$ cat src/rtl/regfile_wb_pkg.sv
// Shared constants and state type for the RV32I integer register file / writeback stage.
package regfile_wb_pkg;

  localparam int XLEN       = 32;
  localparam int NREGS      = 32;
  localparam int REG_ADDR_W = $clog2(NREGS);

  typedef enum logic {
    INIT  = 1'b0,
    READY = 1'b1
  } regfile_state_t;

endpackage

$ cat src/rtl/regfile_read_port.sv
// One combinational read port: x0 and not-ready reads return zero; with
// REGFILE_WB_BYPASS_EN defined, a same-cycle commit to this address is forwarded.
module regfile_read_port #(
  parameter int XLEN = 32,
  parameter int AW   = 5
) (
  input  logic            ready,
  input  logic [AW-1:0]   rs_addr,
  input  logic [XLEN-1:0] mem_data,
`ifdef REGFILE_WB_BYPASS_EN
  input  logic            byp_en,
  input  logic [AW-1:0]   byp_addr,
  input  logic [XLEN-1:0] byp_data,
`endif
  output logic [XLEN-1:0] rs_val
);

  always_comb begin
    rs_val = mem_data;
`ifdef REGFILE_WB_BYPASS_EN
    if (byp_en && (byp_addr == rs_addr)) begin
      rs_val = byp_data;
    end
`endif
    // Gating comes last so x0 and the not-ready window always read zero.
    if (!ready || (rs_addr == '0)) begin
      rs_val = '0;
    end
  end

endmodule

$ cat src/rtl/regfile_wb.sv
// Register file plus writeback stage: clears x1..x(NREGS-1) after reset, then
// accepts ALU writebacks and counts them. Optional forwarding: REGFILE_WB_BYPASS_EN.
module regfile_wb #(
  parameter int  XLEN  = regfile_wb_pkg::XLEN,
  parameter int  NREGS = regfile_wb_pkg::NREGS,
  localparam int AW    = $clog2(NREGS)
) (
  input  logic            clk,
  input  logic            rst,
  input  logic [AW-1:0]   rs1_addr,
  input  logic [AW-1:0]   rs2_addr,
  output logic [XLEN-1:0] rs1_val,
  output logic [XLEN-1:0] rs2_val,
  input  logic            wb_valid,
  input  logic [AW-1:0]   wb_rd_addr,
  input  logic            rd_write_control,
  input  logic [XLEN-1:0] rd_write_val,
  output logic            ready,
  output logic [31:0]     wb_count
);

  import regfile_wb_pkg::*;

  regfile_state_t  state_q, state_d;
  logic [AW-1:0]   init_idx_q, init_idx_d;
  logic [31:0]     wb_count_q, wb_count_d;
  logic [XLEN-1:0] mem_q [NREGS];

  logic            commit;
  logic            mem_we;
  logic [AW-1:0]   mem_waddr;
  logic [XLEN-1:0] mem_wdata;

  assign ready    = (state_q == READY);
  assign wb_count = wb_count_q;
  assign commit   = ready && wb_valid && rd_write_control && (wb_rd_addr != '0);

  // NOTE: every signal gets a default at the top of always_comb so no path leaves it unassigned (no latch).
  always_comb begin
    state_d    = state_q;
    init_idx_d = init_idx_q;
    wb_count_d = wb_count_q;
    mem_we     = 1'b0;
    mem_waddr  = wb_rd_addr;
    mem_wdata  = rd_write_val;
    if (rst) begin
      state_d    = INIT;
      init_idx_d = AW'(1);
      wb_count_d = '0;
    end else if (state_q == INIT) begin
      mem_we    = 1'b1;
      mem_waddr = init_idx_q;
      mem_wdata = '0;
      if (init_idx_q == AW'(NREGS - 1)) begin
        state_d = READY;
      end else begin
        init_idx_d = init_idx_q + AW'(1);
      end
    end else if (commit) begin
      mem_we     = 1'b1;
      wb_count_d = wb_count_q + 32'd1;
    end
  end

  // NOTE: sequential state uses non-blocking assignments so every flop samples pre-edge values.
  always_ff @(posedge clk) begin
    if (rst) begin
      state_q    <= INIT;
      init_idx_q <= AW'(1);
      wb_count_q <= '0;
    end else begin
      state_q    <= state_d;
      init_idx_q <= init_idx_d;
      wb_count_q <= wb_count_d;
    end
  end

  // NOTE: the array has no reset; the INIT sweep clears it, which keeps it mappable to plain RAM.
  always_ff @(posedge clk) begin
    if (mem_we) begin
      mem_q[mem_waddr] <= mem_wdata;
    end
  end

  regfile_read_port #(.XLEN(XLEN), .AW(AW)) u_rd1 (
    .ready    (ready),
    .rs_addr  (rs1_addr),
    .mem_data (mem_q[rs1_addr]),
`ifdef REGFILE_WB_BYPASS_EN
    .byp_en   (commit),
    .byp_addr (wb_rd_addr),
    .byp_data (rd_write_val),
`endif
    .rs_val   (rs1_val)
  );

  regfile_read_port #(.XLEN(XLEN), .AW(AW)) u_rd2 (
    .ready    (ready),
    .rs_addr  (rs2_addr),
    .mem_data (mem_q[rs2_addr]),
`ifdef REGFILE_WB_BYPASS_EN
    .byp_en   (commit),
    .byp_addr (wb_rd_addr),
    .byp_data (rd_write_val),
`endif
    .rs_val   (rs2_val)
  );

endmodule

$ cat config.mk
export PLATFORM = sky130hd
export DESIGN_NAME = regfile_wb
export DESIGN_NICKNAME = d
export VERILOG_FILES = /design/src/rtl/regfile_wb_pkg.sv /design/src/rtl/regfile_read_port.sv /design/src/rtl/regfile_wb.sv
export SDC_FILE = /design/constraint.sdc
export NUM_CORES = 1
export LEC_CHECK = 0
export CAP_MARGIN = 15
export CORE_AREA = 2 2 351 353
export CTS_BUF_LIST = sky130_fd_sc_hd__clkbuf_2
export CTS_CLUSTER_SIZE = 12
export DETAILED_ROUTE_END_ITERATION = 8
export DIE_AREA = 0 0 353 355
export PLACE_DENSITY_LB_ADDON = 0.05
export SETUP_SLACK_MARGIN = 0.05
export SLEW_MARGIN = 20
export SYNTH_ARGS = -nofsm -noshare
export SYNTH_HDL_FRONTEND = slang
export SYNTH_SLANG_ARGS = --single-unit
$ cat constraint.sdc
create_clock -name clk -period 10.3 [get_ports clk]
set_input_delay 3.09 -clock clk [delete_from_list [all_inputs] [get_ports clk]]
set_output_delay 3.09 -clock clk [all_outputs]
set_load 0.01 [all_outputs]
==> run summary, run 1 <==
Results of the flow run.

The remaining max-slew budget at the tightest pin stands at 20.33%. For this run the aggregate overflow at the end of global routing stands at 0. The number of hold violations in the final report stands at 0. The combinational gate count stands at 1377. The aggregate negative setup slack stands at 0 ns. In the layout the commonest cells are sky130_fd_sc_hd__edfxtp_1 (1024), sky130_fd_sc_hd__clkbuf_2 (449), sky130_fd_sc_hd__mux4_2 (383). In this run, post-CTS repair resized a total of 0 instances. The layout summary lists the proportion of cells stronger than drive strength 1 as 32.70%.

The count of inverters other than clock inverters in the layout stands at 3. In the synthesized netlist, mux cells make up 23.26% of the area. The run finished with clean final reports. Across the routed clock network, the largest skew measured is 0.09957 ns. The cell-mix breakdown from Yosys lists the simple-gate area share as 4.067%. Across the whole layout, storage elements make up 57.12% of the cell area. After layout, the design draws a total of 0.008331 W. The placement report lists the number of port buffers as 147. The mean number of vias per cell stands at 6.147. The met2 track demand over resource stands at 42.34%. The number of setup violations in the final report stands at 0. Leaving out fill and tap cells, the most frequent cell in the layout is sky130_fd_sc_hd__edfxtp_1. The number of instances in the synthesized netlist stands at 2648. The adder-cell area share of the yosys netlist stands at 0.07752%. In the post-route analysis, the smallest setup slack over all paths is 0.9989 ns.
-- run 1: registers in the layout, indices dropped and copies added, names as in the netlist --
register and count:
init_idx_q 5, mem_q 1024, ready 1, wb_count 32
-- run 1: cells in the mapped netlist (31+ instances only) --
| master | number |
|---|---|
| sky130_fd_sc_hd__a22oi_1 | 317 |
| sky130_fd_sc_hd__nor2_1 | 80 |
| sky130_fd_sc_hd__mux2i_1 | 259 |
| sky130_fd_sc_hd__mux4_2 | 383 |
| sky130_fd_sc_hd__buf_2 | 55 |
| sky130_fd_sc_hd__nand3_1 | 76 |
| sky130_fd_sc_hd__clkbuf_1 | 136 |
| sky130_fd_sc_hd__edfxtp_1 | 1024 |
| sky130_fd_sc_hd__nand4_1 | 76 |
| sky130_fd_sc_hd__dfxtp_1 | 38 |
| sky130_fd_sc_hd__nand2_1 | 31 |
| sky130_fd_sc_hd__nor2b_1 | 39 |
-- run 1: power by group --
part           internal (W)  switching, W  total, W
logic              0.000244      0.000360  0.000604
clock network       0.00116       0.00177   0.00293
registers           0.00478     0.0000179   0.00479
-- run 1: worst max-delay path: cells and delay by family --
kind | cells | cell delay [ns]
buffers and inverters | 2 | 1.45
AND-OR/OR-AND | 1 | 0.16
AND/OR/NAND/NOR | 3 | 1.50
-- run 1: layer usage --
metal | routed length, µm | up-vias
met5 | 0 | -
met3 | 12530 | 275
met1 | 67310 | 15860
met4 | 4590 | 0
met2 | 79040 | 1339
li1 | - | 12190
-- run 1: worst paths after layout --
kind           startpoint           end  slack, ns
max           rs1_addr[3]   rs1_val[28]        1.0
min          wb_count[30]  wb_count[30]       0.53
max reg2reg         ready  mem_q[8][24]       6.32
min reg2reg  wb_count[30]  wb_count[30]       0.53
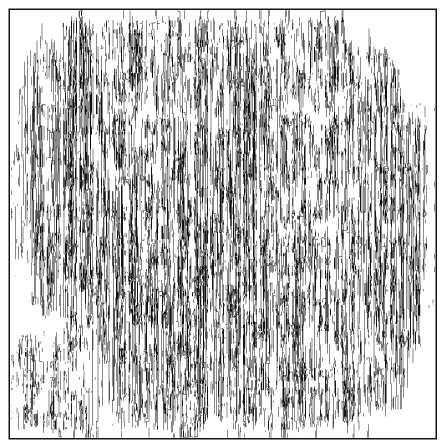
Fig. 1. Signal wires on met2 (run 1).
share of all routed wire = 48%
main direction = vertical
nets with wire on the layer = 2813

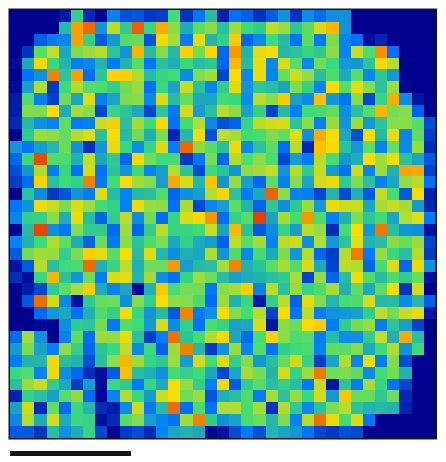
Fig. 2. Placement density heat map (run 1).
Bar = 100 µm. The die is cut into 35 by 36 equal tiles; dark blue is low, red is high, 0 to 100% covered.
fullest tile = 93%
nearly empty tiles = 6.8%
tiles over 75% full = 5.6%
mean over tiles = 42%

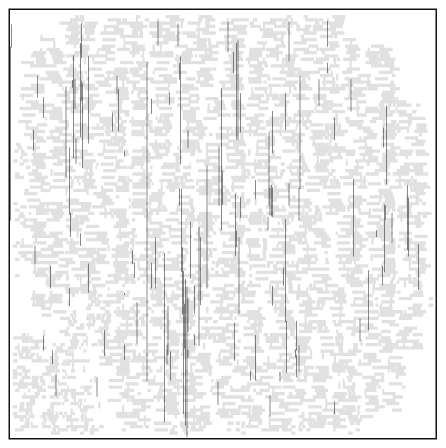
Fig. 3. Metal 4 (run 1).
main direction = vertical
longest straight run = 265 µm
nets with wire on the layer = 81
share of all routed wire = 2.8%

==> run 2: changes to the inputs <==
--- a/config.mk
+++ b/config.mk
@@ -10,3 +10,3 @@
 export CTS_BUF_LIST = sky130_fd_sc_hd__clkbuf_2
-export CTS_CLUSTER_SIZE = 12
+export CTS_CLUSTER_SIZE = 8
 export DETAILED_ROUTE_END_ITERATION = 8
==> constraint.sdc (replaced) <==
create_clock -name clk -period 10.3 [get_ports clk]
set_input_delay 1.545 -clock clk [delete_from_list [all_inputs] [get_ports clk]]
set_output_delay 1.545 -clock clk [all_outputs]
set_load 0.01 [all_outputs]
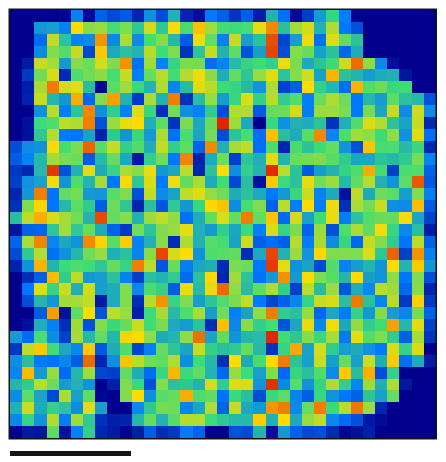
Fig. 4. Placement density heat map (run 2).
Bar = 100 µm. The die is cut into 35 by 36 equal tiles; dark blue is low, red is high, 0 to 100% covered.
fullest tile = 96%
nearly empty tiles = 7.2%
tiles over 75% full = 6.7%

==> run summary, run 2 <==
Results of the flow run.

The run finished with clean final reports. The internal power contribution stands at 0.006139 W (-0.71%). The number of instances in the synthesized netlist came to 2648 (unchanged).

The part of the power in the clock network was 34.7% (-0.5 points). The number of hold violations in the final report is 0 (unchanged). Looking at the gate-level netlist, the highest instance count belongs to sky130_fd_sc_hd__edfxtp_1. The aggregate global routing overflow stands at 0 (unchanged). The number of flip-flops in the largest register came to 1024 (unchanged). The startpoint identified for the worst hold timing path is init_idx_q[4].

The clock tree skew after final layout is 0.1456 ns (+0.04601 ns). The sequential cell fraction of total power came to 58.1% (+0.6 points). The library cells used most frequently in the layout, excluding fill and tap cells, are sky130_fd_sc_hd__edfxtp_1 (1024), sky130_fd_sc_hd__clkbuf_2 (447), sky130_fd_sc_hd__mux4_2 (383). Looking at the reg2reg group, the worst path starts from ready.

The switching share of power stands at 25.56% (-0.21 points). The power dissipated by switching net loads is 0.002109 W (-1.8%). The adder-cell area share of the yosys netlist stands at 0.07752% (unchanged). The mean number of vias per cell stands at 6.158 (+0.17%). By count the netlist is led by sky130_fd_sc_hd__edfxtp_1 (1024), sky130_fd_sc_hd__mux4_2 (383), sky130_fd_sc_hd__a22oi_1 (317). The share of cell area taken by muxes after synthesis stands at 23.26% (unchanged). Among logic cells in the layout, the one with the most instances is sky130_fd_sc_hd__edfxtp_1. The simple-gate area share of the yosys netlist stands at 4.067% (unchanged). The logic gate share of total power came to 7.2% (about the same). Counting flops per register, the top entry is mem_q.
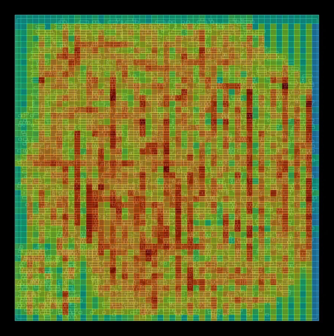
Fig. 5. Routing congestion (run 2).
met1 Use GR: 34.12%
busiest grt layer: met2

==> run 2: metal layers <==
| metal | part of all wire (%) | track usage (%) |
|---|---|---|
| met5 | 0 | 0 |
| met3 | 6.3 | 5.010 |
| met4 | 2.6 | 8.630 |
| met2 | 50 | 42.91 |
| met1 | 41 | 34.12 |
==> run 2: critical path, delay by kind of cell <==
family / cells / cell delay, ns
AOI/OAI and AO/OA: 1 / 0.17
buffers and inverters: 3 / 2.28
and+or+nand+nor: 3 / 1.31
==> run 2: metrics by stage <==
step                worst slack [ns]  instances  hold slack, ns
global placement               3.521       4301          0.5048
CTS                            3.414       4778          0.5396
global route                   3.326       4781          0.5763
floorplan                      5.604       2648          0.4800
finish                         3.417       4783          0.5358
detailed placement             3.424       4301          0.5150
==> run 2: layout make-up <==
type	instances	area, µm²
Clock inverter	30	117.6
Timing Repair Buffer	235	2240
Clock buffer	447	2237
Inverter	3	11.26
Antenna cell	4	10.01
Fill cell	10760	66670
Sequential cell	1062	31510
Multi-Input combinational cell	1377	16570
Tap cell	1625	2033
==> run 2: path summary, 6_finish.rpt <==
path | endpoint | cells past startpoint | slack, ns
max reg2reg | mem_q[4][27] | 6 | 6.37
min | init_idx_q[4] | 2 | 0.54
min reg2reg | init_idx_q[4] | 2 | 0.54
max | rs2_val[27] | 7 | 3.42
==> run 2: power by group through the flow <==
stage                     Clock [W]  Sequential, W  Combinational [W]
after CTS                   0.00296        0.00479           0.000596
after detailed placement          0        0.00489           0.000595
after global placement            0        0.00489           0.000588
final                       0.00286        0.00479           0.000595
after floorplan                   0        0.00489           0.000384
after global routing        0.00318        0.00480           0.000632
Power and IR drop assume default switching activity.
